Design alu_issue_queue, sky130hd; sources not shown.
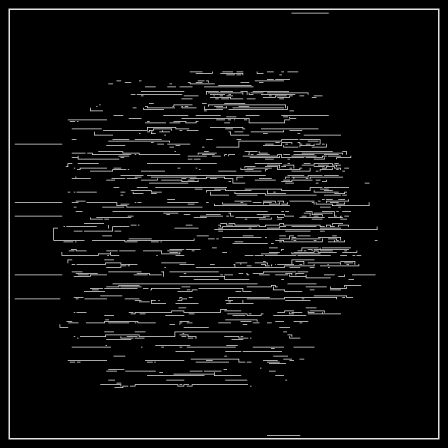
layer_met1.png
The layer holds 42% of the routed length. The layer carries 2670 um of wire. The longest straight run is 36.8 um.
met1 usage in global routing: 16.3%
WL final: 6.42 mm
total via count after detailed routing: 1955

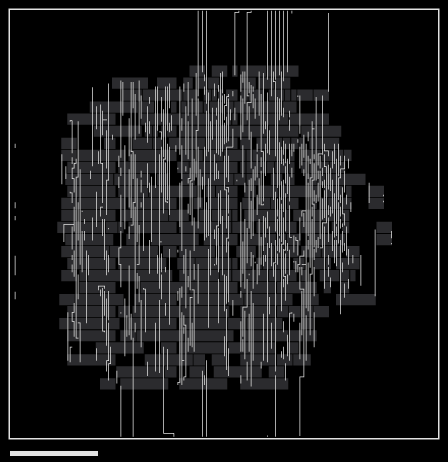
layer_met2.png
Bar = 20 um.
The longest straight run is 37.1 um. The layer carries 3440 um of wire.
met2 global-route usage: 23.7%

==> results_tabular.tex <==
% Auto-generated results table
\begin{tabular}{lr}
\hline
Metric & Value \\
\hline
\multicolumn{2}{l}{\textbf{Final layout}} \\
Combined area of the multi-input logic cells & $\sim$0.0012 sq mm \\
Flip-flop count of the largest register, all copies and words added & roughly 48 \\
Non-filler instance count after layout & between 300 and 400 \\
Share of final-layout standard cells stronger than drive strength 1 & between 20 and 30\% \\
Fillers & about 380 \\
Layout overhead on the synthesized area & 23.9\% \\
Utilization after layout & about 69\% \\
Sequential cell area & between 0.0015 and 0.002 sq mm \\
Most instantiated logic cells after routing & edfxtp\_1 (48), clkdlybuf4s50\_1 (29), buf\_4 (27), ha\_1 (17), inv\_1 (16) \\
Post-route design area & 0.00387 sq mm \\
Layout net count & around 310 \\
\multicolumn{2}{l}{\textbf{Routing}} \\
Routed wirelength normalized by instance count & 18.2 um \\
Detailed-routing iteration count for the pre-antenna-repair pass & 4 \\
Drt first-iter violations & roughly 76 \\
DRC violation count after routing & 0 \\
\multicolumn{2}{l}{\textbf{Final timing}} \\
Relative max-transition margin & around 56\% \\
RSZ-0062 raised after global routing & yes \\
Final period util & 107\% \\
Number of failing setup endpoints in the final timing report & 4 \\
Worst slack on hold paths & 0.143 ns \\
Transition at the pin with the smallest max-transition slack & approximately 0.66 ns \\
Final Hold Vio Count & 0 \\
Final Max-Slew Violation Tally & 0 \\
Achievable clock frequency & around 330 MHz \\
Setup slack of the critical path after layout & -0.185 ns \\
\multicolumn{2}{l}{\textbf{Status}} \\
Violated checks & negative setup slack \\
Run status & complete, but fails checks \\
\multicolumn{2}{l}{\textbf{Floorplan}} \\
Ports & 30 \\
Standard cell core area & $\sim$0.0056 sq mm \\
Die width & 96.8 um \\
Fraction of the core area occupied by cells at floorplan & between 50\% and 60\% \\
Die Ht & a little under 100 um \\
\multicolumn{2}{l}{\textbf{Synth}} \\
Most frequent cells after synthesis & edfxtp\_1 (48), ha\_1 (18), inv\_1 (17) \\
Nets in the synthesized netlist & $\sim$250 \\
Yosys cell count & approximately 220 \\
Cell area after synthesis & about 0.0031 sq mm \\
Synthesis warning total & 0 \\
Most used flip-flop cell & edfxtp\_1 \\
Cell accounting for the most synthesized area & edfxtp\_1 \\
Post-synth tally of flip-flops with integrated enable & between 40 and 50 \\
Cell variety after synth & $\sim$43 \\
Yosys synthesis chip area & 0.00312 sq mm \\
Cell count after synthesis & 216 \\
Cell with the most instances after synthesis & edfxtp\_1 \\
Synth top area cells & edfxtp\_1 (46\%), dfrtp\_1 (10\%), mux4\_2 (7.9\%), ha\_1 (7.2\%), buf\_6 (2.2\%) \\
Synthesis-stage register bit count & about 60 \\
Portion of synthesized cell area occupied by the leading cell type & a little under half \\
Mean instance size in the synthesized netlist & about 14 sq um \\
\multicolumn{2}{l}{\textbf{Placement}} \\
Cell count after placement & around 330 \\
I/O Buffers & 29 \\
Placer's final routability congestion estimate & 0.957 \\
Placed instance area & between 0.003 and 0.004 sq mm \\
Dpl hpwl & approximately 4.5 mm \\
\multicolumn{2}{l}{\textbf{Clock network}} \\
Clock tree from TritonCTS & done \\
Clock transition at the registers of the reported paths & 0.10 ns \\
Cts bufs inserted & 9 \\
Largest buffer count on any clock path & 2 \\
Number of sinks on the clock net & 61 \\
Root Buffer & clkbuf\_4 \\
Clk latency late pin & $\sim$0.38 ns \\
Htree depth & 3 \\
\multicolumn{2}{l}{\textbf{Setup path}} \\
Critical-path top delay cell & mux4\_2 \\
Crit Path Class & reg -> reg \\
Depth of the worst register-to-register path & 12 \\
Delay of the slowest cell on the worst path & 0.54 ns \\
CP cell instances & buf\_6 -> mux4\_2 -> nor2\_4 -> and2\_4 -> mux2i\_4 -> ha\_1 -> nor2b\_1 -> o21ai\_2 -> a21boi\_1 -> nor3\_2 -> o21ai\_1 -> a221oi\_2 \\
Data arrival time at the worst-slack endpoint & between 3 and 4 ns \\
Startpoint Class & flip-flop \\
FF-to-FF setup slack & -0.19 ns \\
Maximum fanout along the worst path & 4 \\
\multicolumn{2}{l}{\textbf{Global route}} \\
Initial antenna violation count & 0 \\
Layer with the highest usage & met2 \\
Global-route wire length before repair & $\sim$11 mm \\
Pin count of the biggest net entering global routing & 16 \\
Total congestion overflow after global routing & 0 \\
Met3 global-route usage & 3.76\% \\
\multicolumn{2}{l}{\textbf{Power and ir drop}} \\
Sw frac & between 30\% and 40\% \\
Fraction of power consumed by combinational cells & 62.0\% \\
VDD IR-drop max & between 0.0006 and 0.0007 V \\
Register share of total power & 25.0\% \\
Fraction of power consumed by the clock network & a little over an eighth \\
Pint & between 0.003 and 0.004 W \\
Static Leakage & between 1 and 1.5 nW \\
Switch Pwr & slightly above 0.002 W \\
Power per cell area & 1360 mW/mm\^{}2 \\
\multicolumn{2}{l}{\textbf{Worst hold path}} \\
Class of the tightest hold or removal check & in -> async \\
\multicolumn{2}{l}{\textbf{Job}} \\
Stage-log warning count & 37 \\
\hline
\end{tabular}
## stage by stage
step                      total power (W)  setup WS, ns
final                             0.00525        -0.185
after global routing              0.00564        -0.354
after CTS                         0.00503        -0.223
after detailed placement          0.00419        -0.188
after global placement            0.00411        -0.166
after floorplan                   0.00333       -0.0898
## what timing repair did
action,4_1_cts,5_1_grt
cloned,0,0
resized,4,9
buffers inserted,7,2
endpoints found under the setup margin,4,5
pin swaps,8,10
## critical path, delay by kind of cell (launching register included)
| family | cells | cell delay [ns] |
|---|---|---|
| mux | 2 | 0.77 |
| compound gates | 4 | 0.60 |
| simple gates | 4 | 0.59 |
| flops | 1 | 0.40 |
| fa+ha+maj | 1 | 0.25 |
| buf+inv | 1 | 0.14 |
## final cells by class
| class | count | share of cell area (%) |
|---|---|---|
| Multi-Input combinational cell | 122 | 31.7 |
| Clock buffer | 11 | 2.13 |
| Tap cell | 72 | 2.33 |
| Sequential cell | 61 | 45.6 |
| Inverter | 21 | 2.07 |
| Clock inverter | 5 | 1.97 |
| Timing Repair Buffer | 61 | 14.2 |
## power by group through the flow
stage / clock network, W / registers, W / logic [W]
after floorplan: 0 / 0.00132 / 0.00201
after global placement: 0 / 0.00132 / 0.00280
after detailed placement: 0 / 0.00133 / 0.00287
after CTS: 0.000688 / 0.00131 / 0.00303
after global routing: 0.000734 / 0.00133 / 0.00358
final: 0.000680 / 0.00131 / 0.00325
## metal layers
metal | wire length, um | up-vias
li1 | - | 914
met1 | 2670 | 996
met2 | 3440 | 36
met3 | 218 | 9
met4 | 79 | 0
met5 | 0 | -
## logic make-up after synthesis
family          share of synthesized area (%)
mux                                      12.3
fa+ha+maj                                8.49
compound gates                           8.09
buf+inv                                  6.21
simple gates                             5.53
xor+xnor                                 2.80
flops                                    56.5
No activity file was given, so power comes from the tool's default toggle rates.
